**Run 1: metal 1**

Bar = 20 um.
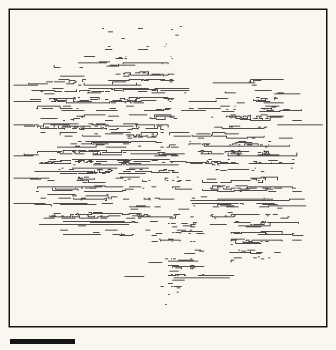
**Run 1: the metal 2 layer**

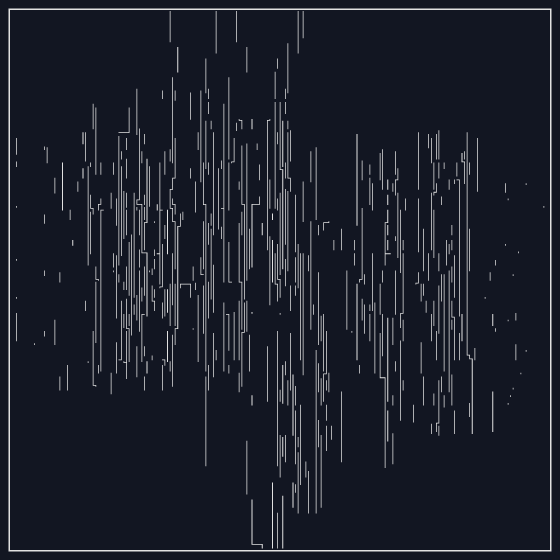
**Run 1: the metal 3 layer**

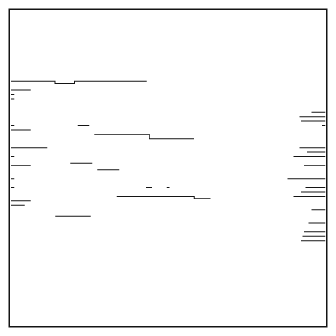
$ cat src/rtl/syn_fifo_rd_stream_if.sv
// Read-side bundle between syn_fifo and the prefetching stream adapter:
// the FIFO pull port plus the downstream valid/ready stream.
interface syn_fifo_rd_stream_if #(
  parameter int DATA_WIDTH = 8
);
  logic                  fifo_empty;
  logic [DATA_WIDTH-1:0] fifo_dout;
  logic                  fifo_rd;
  logic                  m_valid;
  logic                  m_ready;
  logic [DATA_WIDTH-1:0] m_data;

  modport master (
    input  fifo_empty, fifo_dout, m_ready,
    output fifo_rd, m_valid, m_data
  );

  modport slave (
    output fifo_empty, fifo_dout, m_ready,
    input  fifo_rd, m_valid, m_data
  );
endinterface

$ cat src/rtl/syn_fifo_rd_stream.sv
// Converts syn_fifo's rd/empty pull port (data one cycle after rd) into a
// valid/ready stream through a 3-entry prefetch ring, with flush and a transfer counter.
module syn_fifo_rd_stream #(
  parameter int DATA_WIDTH = 8,
  parameter int CNT_WIDTH  = 16
) (
  input  logic                 sys_clk,
  input  logic                 sys_rst,
  syn_fifo_rd_stream_if.master bus,
  input  logic                 flush,
  output logic [CNT_WIDTH-1:0] xfer_cnt
);

  function automatic logic [1:0] ptr_inc(input logic [1:0] p);
    return (p == 2'd2) ? 2'd0 : p + 2'd1;
  endfunction

  logic                  vld_p1;
  logic [1:0]            occ_p2;
  logic [1:0]            wr_ptr_p2;
  logic [1:0]            rd_ptr_p2;
  logic [DATA_WIDTH-1:0] buf_p2 [3];

  logic room;
  logic capture;
  logic xfer;

  // Stage 0: issue. Only registered state feeds the strobe, so m_ready never reaches fifo_rd.
  assign room        = ({1'b0, occ_p2} + {2'b00, vld_p1}) <= 3'd2;
  assign bus.fifo_rd = !sys_rst && !flush && !bus.fifo_empty && room;

  assign capture     = vld_p1 && !flush;
  assign xfer        = bus.m_valid && bus.m_ready;

  assign bus.m_valid = (occ_p2 != 2'd0);
  assign bus.m_data  = bus.m_valid ? buf_p2[rd_ptr_p2] : '0;

  // Stage 1 -> 2: word returned by the FIFO lands in the ring; the stream drains it.
  always_ff @(posedge sys_clk or posedge sys_rst) begin
    if (sys_rst) begin
      vld_p1    <= 1'b0;
      occ_p2    <= 2'd0;
      wr_ptr_p2 <= 2'd0;
      rd_ptr_p2 <= 2'd0;
      xfer_cnt  <= '0;
      for (int i = 0; i < 3; i++) buf_p2[i] <= '0;
    end else begin
      vld_p1 <= bus.fifo_rd;
      if (xfer) xfer_cnt <= xfer_cnt + CNT_WIDTH'(1);
      if (capture) buf_p2[wr_ptr_p2] <= bus.fifo_dout;
      if (flush) begin
        occ_p2    <= 2'd0;
        wr_ptr_p2 <= 2'd0;
        rd_ptr_p2 <= 2'd0;
      end else begin
        if (capture) wr_ptr_p2 <= ptr_inc(wr_ptr_p2);
        if (xfer)    rd_ptr_p2 <= ptr_inc(rd_ptr_p2);
        occ_p2 <= occ_p2 + {1'b0, capture} - {1'b0, xfer};
      end
    end
  end

endmodule

$ cat src/flat_wrapper.sv
// flat-port wrapper written by rule: the top's interface ports become plain ports
module syn_fifo_rd_stream_flat 
#(
  parameter int DATA_WIDTH = 8,
  parameter int CNT_WIDTH  = 16
)
  (sys_clk, sys_rst, flush, xfer_cnt, bus_fifo_empty, bus_fifo_dout, bus_m_ready, bus_fifo_rd, bus_m_valid, bus_m_data);
  syn_fifo_rd_stream_if #(.DATA_WIDTH(DATA_WIDTH)) bus_i ();
  input  logic sys_clk;
  input  logic sys_rst;
  input  logic flush;
  output logic [CNT_WIDTH-1:0] xfer_cnt;
  input wire logic [$bits(bus_i.fifo_empty)-1:0] bus_fifo_empty;
  input wire logic [$bits(bus_i.fifo_dout)-1:0] bus_fifo_dout;
  input wire logic [$bits(bus_i.m_ready)-1:0] bus_m_ready;
  output wire logic [$bits(bus_i.fifo_rd)-1:0] bus_fifo_rd;
  output wire logic [$bits(bus_i.m_valid)-1:0] bus_m_valid;
  output wire logic [$bits(bus_i.m_data)-1:0] bus_m_data;
  assign bus_i.fifo_empty = bus_fifo_empty;
  assign bus_i.fifo_dout = bus_fifo_dout;
  assign bus_i.m_ready = bus_m_ready;
  assign bus_fifo_rd = bus_i.fifo_rd;
  assign bus_m_valid = bus_i.m_valid;
  assign bus_m_data = bus_i.m_data;
  syn_fifo_rd_stream #(.DATA_WIDTH(DATA_WIDTH), .CNT_WIDTH(CNT_WIDTH)) u_core (.sys_clk(sys_clk), .sys_rst(sys_rst), .bus(bus_i), .flush(flush), .xfer_cnt(xfer_cnt));
endmodule
$ cat config.mk
export PLATFORM = sky130hd
export DESIGN_NAME = syn_fifo_rd_stream_flat
export DESIGN_NICKNAME = d
export VERILOG_FILES = /design/src/rtl/syn_fifo_rd_stream_if.sv /design/src/rtl/syn_fifo_rd_stream.sv /design/src/flat_wrapper.sv
export SDC_FILE = /design/constraint.sdc
export NUM_CORES = 1
export LEC_CHECK = 0
export ABC_AREA = 1
export CAP_MARGIN = 15
export CORE_MARGIN = 4
export CORE_UTILIZATION = 30
export CTS_BUF_LIST = sky130_fd_sc_hd__clkbuf_4 sky130_fd_sc_hd__clkbuf_8
export DETAILED_ROUTE_END_ITERATION = 16
export GPL_ROUTABILITY_DRIVEN = 0
export GPL_TIMING_DRIVEN = 0
export SETUP_SLACK_MARGIN = 0.05
export SLEW_MARGIN = 10
export SYNTH_ARGS = -nofsm -noshare
export SYNTH_HDL_FRONTEND = slang
export SYNTH_SLANG_ARGS = --single-unit
$ cat constraint.sdc
create_clock -name sys_clk -period 2.28 [get_ports sys_clk]
set_input_delay 0.456 -clock sys_clk [delete_from_list [all_inputs] [get_ports sys_clk]]
set_output_delay 0.456 -clock sys_clk [all_outputs]
set_load 0.005 [all_outputs]
==> notes.md, run 1 <==
Implementation results. Per the layout report, the design carries 784 filler cells. Static power due to leakage landed at about 1.6 nW. In the final layout, excluding clock inverters the inverter count is 41. The buffer_ports step reported a buffer count of 38.

Number of synthesized flops with an enable pin landed at 0. STA classifies the critical path startpoint as a register. The biggest area contributor in the post-synthesis netlist is sky130_fd_sc_hd__dfrtp_1. The final max-slew violation count recorded for this run is 0. The tree built by TritonCTS fans out to between 40 and 50 sinks. In the synthesized netlist, the number of instances is 284. Count of buffer and inverter cells on the critical path landed at 5.

The initial antenna violation count came to 0. Leaving out buffers and inverters, the combinational logic in the layout accounts for around 0.0010 mm^2. The setup path with the least slack is of type reg -> out. Relative max-transition margin landed at 74.9%.

Stage delay of the slowest cell on the critical path landed at 0.43 ns. CTS reports a maximum clock tree buffer depth of 2. Number of cells in Yosys stat landed at 284. Number of register bits inferred by synthesis landed at between 40 and 50.

Between clock sinks in the finished design, the worst skew comes to 0.00947 ns. For this design, the CTS-stage hold fixing added 0 buffers. Sequential standard cell area landed at 0.00118 mm^2. Multiplexer cells account for 0% of the synthesized area. Total global-route track usage over all layers is between 10 and 15%. Counting instances in the post-synthesis netlist gives the leading cell types as sky130_fd_sc_hd__nand2_1, sky130_fd_sc_hd__dfrtp_1, sky130_fd_sc_hd__inv_1, sky130_fd_sc_hd__o21ai_1, sky130_fd_sc_hd__nor2_1. From bottom edge to top edge, the die measures between 90 and 100 um.

Arrival time at the worst endpoint landed at about 1.7 ns. The launch point of the critical path was reported as u_core.rd_ptr_p2[1]. Post-synthesis net count landed at between 300 and 400. The run finished with clean final reports. In this run, the synthesized area fraction spent on xor and xnor cells is recorded as under 10%. Measured slew at the worst slew-check pin landed at ~0.38 ns. The post-route netlist has 14.3% of its cells at a drive strength greater than 1.

Number of flip-flops in the largest register landed at 24. The synthesized netlist contains 23 unique library cells. Of the total synthesized cell area, the portion taken by full adders, half adders and majority gates is ~3.2%. Mean area per synthesized cell landed at approximately 8.4 um^2. The capture point of the critical path was reported as bus_m_data[7].

Setup repair after global routing could not meet its margin everywhere. Die width landed at approximately 97 um. In the synthesized netlist the async set-or-reset flop fraction comes to 100%.

For this run, the script counts the antenna cells in the layout as 0. Final-layout clock buffer total landed at 5. Detailed placement finished with a half-perimeter wire length of around 3700 um. Prior to clock tree synthesis, the placed netlist has a worst setup slack of -0.0939 ns. Count of multi-input gates landed at 193. By area, registers come first. After the last flow step, the layout net total stands at around 360.

The synthesized netlist has a Yosys-reported chip area of 0.00238 mm^2. CTS added clock buffers totalling 5. In this run the post-CTS setup repair buffer count came out at 10. The report lists the cells along the critical path as inv_2 -> nor2_4 -> buf_4 -> buf_4 -> nand2_1 -> nand3_1 -> nand2_1 -> inv_1 -> dlygate4sd2_1. Placeable core area landed at approximately 0.0077 mm^2.

Per the cell usage report, the commonest logic cells after layout are sky130_fd_sc_hd__nand2_1, sky130_fd_sc_hd__dfrtp_1, sky130_fd_sc_hd__inv_1. The final timing summary puts the cycle share of the worst path at between 90% and 100%. Proportion of final cell area spent on non-clock buffers landed at 16.6%. In the finished design the tool counted flip-flops and latches totalling around 47. Synthesized-area fraction occupied by and/or/nand/nor cells landed at 28.5%. Looking at the gate-level netlist, the highest instance count belongs to sky130_fd_sc_hd__nand2_1. Post-CTS repair ended up resizing 25 cells. Count of warning messages emitted by the tools landed at 28. The tree is rooted in a sky130_fd_sc_hd__clkbuf_8.

Number of levels in the clock H-tree landed at 2. Inserted tap cell count landed at just over 100. The fraction of final cell area spent on clock buffers and inverters in this run is about 3%. In the final layout, the registers with the most flip-flops are u_core.buf_p2 (24), u_core.xfer_cnt (16). Top-level port count landed at 39. The final timing report gives a worst setup slack of ~0.15 ns. Looking at the reg2reg group, the worst path starts from u_core.occ_p2[0]. TritonCTS built the clock tree. Number of violations of the max-capacitance limit landed at 0. Sequential fraction of total cell area landed at between 30 and 40%. Looking at the cell usage after synthesis, the top flip-flop cell is sky130_fd_sc_hd__dfrtp_1. Count of antenna-violating nets left after detailed routing landed at 0. Worst hold-check slack landed at roughly 0.46 ns. STA classifies the critical path endpoint as a primary output. Entering global routing, the biggest net connects 33 pins. Worst supply voltage drop on vdd landed at around 0.00033 V.
Notes on 'metal 1' above:
longest straight run: 30.4 um
wire length on this layer: 2460 um
share of all routed wire: 46%
nets with wire on the layer: 317
main direction: horizontal
via count: 1952
routed wire length: 5310 um
Global Route met1 Usage: 15.7%

Notes on 'the metal 2 layer' above:
longest straight run: 39.9 um
share of all routed wire: 47%
main direction: vertical
wire length on this layer: 2520 um
met2 track demand over resource in global routing: 20.5%

Notes on 'the metal 3 layer' above:
nets with wire on the layer: 35
longest straight run: 23.7 um
share of all routed wire: 5.4%
wire length on this layer: 284 um
met3 routing resource usage after global routing: 3.89%

==> run 1: per-stage QoR <==
stage               TNS, ns  util [%]  cell area, um^2  instances
CTS                       0      40.3             3120        444
detailed placement  -0.0939      37.6             2900        425
finish                    0      40.4             3120        445
floorplan                 0         -             2380        284
global route              0      40.4             3120        445
global placement     -15.32      37.3             2880        424
==> run 1: power breakdown <==
part / switching (mW) / total, mW / internal [mW]
Combinational: 0.351 / 0.705 / 0.354
Sequential: 0.108 / 1.09 / 0.977
Clock: 0.320 / 0.548 / 0.228
==> run 1: per-layer routing <==
metal | GRT usage (%) | up-vias | share of wire [%]
met1 | 15.7 | 907 | 46
li1 | - | 996 | -
met3 | 3.89 | 5 | 5.3
met5 | 0 | - | 0
met2 | 20.5 | 44 | 47
met4 | 2.70 | 0 | 0.94
==> run 1 -> run 2 <==
--- a/config.mk
+++ b/config.mk
@@ -7,12 +7,15 @@
 export LEC_CHECK = 0
 export ABC_AREA = 1
 export CAP_MARGIN = 15
-export CORE_MARGIN = 4
+export CELL_PAD_IN_SITES_DETAIL_PLACEMENT = 1
+export CELL_PAD_IN_SITES_GLOBAL_PLACEMENT = 1
+export CORE_MARGIN = 1.5
 export CORE_UTILIZATION = 30
 export CTS_BUF_LIST = sky130_fd_sc_hd__clkbuf_4 sky130_fd_sc_hd__clkbuf_8
 export DETAILED_ROUTE_END_ITERATION = 16
 export GPL_ROUTABILITY_DRIVEN = 0
 export GPL_TIMING_DRIVEN = 0
+export PLACE_DENSITY_LB_ADDON = 0.1
 export SETUP_SLACK_MARGIN = 0.05
 export SLEW_MARGIN = 10
 export SYNTH_ARGS = -nofsm -noshare
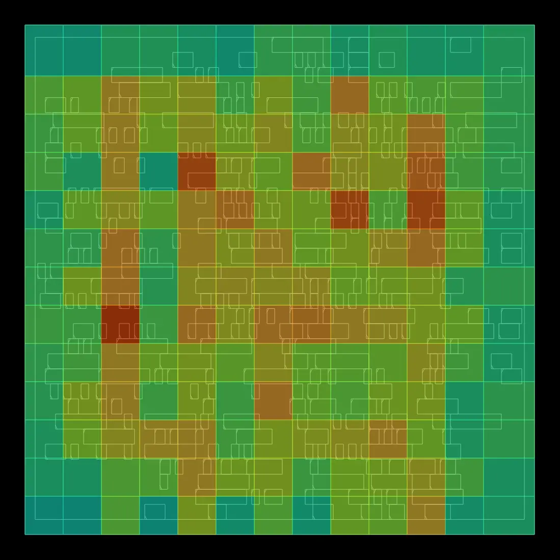
**Above:** run 2 (congestion heat map).
post-route core utilization: 40.3%
routed length per instance: 13.2 um

==> notes.md, run 2 <==
Implementation results. Ranked by total cell area, the synthesized netlist is headed by sky130_fd_sc_hd__dfrtp_1, sky130_fd_sc_hd__nand2_1, sky130_fd_sc_hd__inv_1. Number of register bits inferred by synthesis landed at roughly 47. Sequential standard cell area landed at 0.00118 mm^2. Placeable core area landed at roughly 0.0077 mm^2. Post-synthesis net count landed at about 300. The number of maximum-capacitance violations recorded for the run is 0. Sequential cells account for between 40% and 50% of the total power. CTS placed an instance of sky130_fd_sc_hd__clkbuf_8 at the clock tree root.

Summed over all instances, the cell type with the most area after synthesis is sky130_fd_sc_hd__dfrtp_1. Share of final layout cell area taken by clock buffers and inverters landed at 2.87%. The global routing stage identified its most utilized layer as met2. For this floorplan the total number of well-tap instances is 102. Subtracting the final worst setup slack from the clock period gives around 2.1 ns. Count of antenna-violating nets left after detailed routing landed at 0. The final layout contains a sequential cell count of between 40 and 50. Timing analysis after detailed placement gives a worst setup slack of -0.0640 ns. Global routing used 27.7% of the available met2 tracks. Data on the critical path arrives at its endpoint at 1.64 ns. Relative max-transition margin landed at approximately two thirds. Post-route worst setup slack landed at 0.188 ns. In this run the static leakage power is about 1.6 nW.

The script extracted a net switching power of 0.769 mW. For reference, the critical path is captured by bus_fifo_rd. By count the netlist is led by sky130_fd_sc_hd__nand2_1, sky130_fd_sc_hd__dfrtp_1, sky130_fd_sc_hd__inv_1, sky130_fd_sc_hd__o21ai_1, sky130_fd_sc_hd__nor2_1.

The layout report lists the multi-input gate area as about 0.0010 mm^2. Number of hold-slack violations in the final timing report landed at 0. Number of cells in Yosys stat landed at between 200 and 300. The dominant power group in this design is sequential cells. Looking at the hold checks, the worst path lands on u_core.buf_p2[4]. Number of unique standard cell types used by synthesis landed at 23.

After synthesis, the share of cell area in mux cells is 0%. Met2 layer wire length in the routed design landed at ~2900 um. Clock network power consumption landed at roughly 0.53 mW. After layout the signal buffers, clock cells excluded, come to 16.7% of cell area. Power consumed by sequential cells landed at roughly 1.1 mW. The detailed placer reported the number of placed instances as approximately 430.

Count of buffer and inverter cells on the critical path landed at 2. The commonest register cell is sky130_fd_sc_hd__dfrtp_1. Per the area breakdown, the dominant cell category is registers. Clock insertion delay at the later pin of the skew report landed at roughly 0.30 ns.

Per the timing report, the biggest fanout along the worst path comes to 2. The clock network burns a little under a quarter of the power. STA classifies the critical path endpoint as a primary output. In this run, power in combinational logic comes to 0.713 mW.

For this run, the script counts the antenna cells in the layout as 0. Once detailed placement completed, the half-perimeter wirelength came to about 4200 um. Detail-routed via count per cell landed at approximately 4.4. Per the synthesis report, the XOR/XNOR share of the synthesized area is under 10%. Global routing finished with a remaining overflow of 0.

Once the clock tree was built, the setup fixing pass inserted 7 buffers. Once layout is done, the placed cells without fillers occupy 0.00310 mm^2. For reference, the top logic cell family by area is simple AND/OR/NAND/NOR gates. Stage delay of the slowest cell on the critical path landed at about 0.4 ns. Per the timing report, the achievable frequency comes out to between 0.4 and 0.5 GHz. The report lists the cells along the critical path as ha_2 -> buf_4 -> ha_1 -> nor3b_2 -> o21a_1 -> clkbuf_2. The min-delay analysis places its worst path in the category reg -> reg.

Worst hold-check slack landed at 0.499 ns. Setup repair after global routing left no endpoint under its margin. Tracing the worst setup path back leads to its startpoint at u_core.occ_p2[0].

Final cell count without fillers landed at approximately 440. Internal power component landed at about 1.6 mW. After detailed routing, the met3 layer carries approximately 160 um of wire. Final-layout clock buffer total landed at 5. Die width landed at about 92 um. Global routing used roughly 16% of the available tracks across all layers. In the final layout, the share of cells above drive strength 1 is about 13%. By instance count, the leading cell after synthesis is sky130_fd_sc_hd__nand2_1. The via count of the first global-routing pass came to 2118. Switching fraction of total power landed at roughly 33%. STA classifies the critical path startpoint as a register. The register with the most flip-flops in the layout has 24 of them. The layout contains a multi-input combinational cell count of between 150 and 200.

Ranking logic cells in the layout by count gives the top entries sky130_fd_sc_hd__nand2_1, sky130_fd_sc_hd__dfrtp_1, sky130_fd_sc_hd__inv_1. Maximum clock path buffer count landed at 2. Fraction of standard cell area in multi-input logic landed at around 33%.

Hold buffer count at CTS landed at 0. Number of max-slew violations in the final report landed at 0. Measured slew at the worst slew-check pin landed at about 0.47 ns.

Detailed-route iteration 0 reported a violation count of 29. Looking at the clock tree report, the H-tree level count equals 2. In this run the top signal layer used is met4. Initial antenna violation count landed at 0. Number of sinks handled by clock tree synthesis landed at roughly 47.

Yosys reported that registers with async set or reset make up 100%. Met3 track demand over resource in global routing landed at between 3 and 4%. The register with the most flip-flops in the final layout is u_core.buf_p2. Pin count of the biggest net entering global routing landed at 29. Sequential fraction of total cell area landed at a little under two fifths.

The die is just over 90 um tall. The cell family contributing the most delay on the critical path is flip-flops. Input and output buffers added on the ports amount to 38. Number of synthesized flops with an enable pin landed at 0. In the final timing run, aggregate negative setup slack is 0 ns. Total number of placement rows landed at 32. Worst-case clock skew landed at 0.0119 ns. At the end of the flow, the number of nets in the layout was ~360.

Combinational share of power landed at 30.7%. Count of warning messages emitted by the tools landed at 27. Per the timing report, the most critical flop-to-flop path originates at u_core.occ_p2[0].

OpenROAD reports that the post-layout worst path occupies slightly above 90% of the period. TritonCTS built the clock tree. Synthesized-area fraction occupied by adder cells landed at approximately 3.2%. Cell count after synthesis landed at approximately 280.

Overall die area landed at ~0.0085 mm^2. Post-cts sizing count landed at 21. Worst supply voltage drop on vdd landed at ~0.00031 V. CTS buffer count landed at 5. Synthesized-area fraction occupied by and/or/nand/nor cells landed at roughly 28%. Mean area per synthesized cell landed at around 8.4 um^2. In the per-layer summary, the met1 wirelength comes to 2710 um. By startpoint and endpoint, the worst setup path is classified as reg -> out. Non-clock inverter count in the final layout landed at between 40 and 50. Summed standard-cell area reported by yosys landed at between 0.002 and 0.0025 mm^2.

The final layout report lists a filler cell count of 933. According to the I/O placement log, the pin count is 39. In the final layout, the registers with the most flip-flops are u_core.buf_p2 (24), u_core.xfer_cnt (16). Summing all placed instances gives a cell area of 0.00290 mm^2. The flow ran to the end, and the final reports show no timing, DRC or antenna violations.
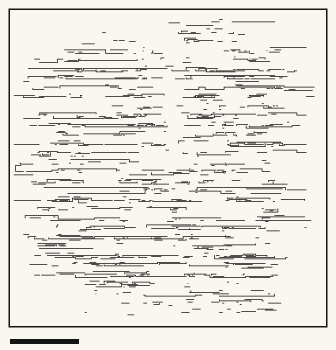
**Above:** run 2 (metal 1).
Bar = 20 um.
main direction: horizontal
share of all routed wire: 46%
wire length on this layer: 2710 um
longest straight run: 30.4 um
routed wire length: 5840 um
via count: 1937
Global Route met1 Usage: 19.7%

## run 2: netlist changes by cell type in the layout (fill, tap and decap cells not counted), sizes merged
cell,previous run,this run
buf,16,13
inv,43,41
clkinv,0,1
clkinvlp,1,2
nor2,23,22
## run 2: worst reg2reg max path, cell delays in order (launching register included)
cell,delay [ns]
sky130_fd_sc_hd__dfrtp_1,0.41
sky130_fd_sc_hd__buf_4,0.15
sky130_fd_sc_hd__nor2_2,0.18
sky130_fd_sc_hd__nor2_8,0.08
sky130_fd_sc_hd__ha_1,0.28
sky130_fd_sc_hd__inv_1,0.04
sky130_fd_sc_hd__ha_1,0.18
sky130_fd_sc_hd__xor2_1,0.16
sky130_fd_sc_hd__nor2_1,0.05
Power figures rest on the tool's default switching activity, not on a simulated workload.
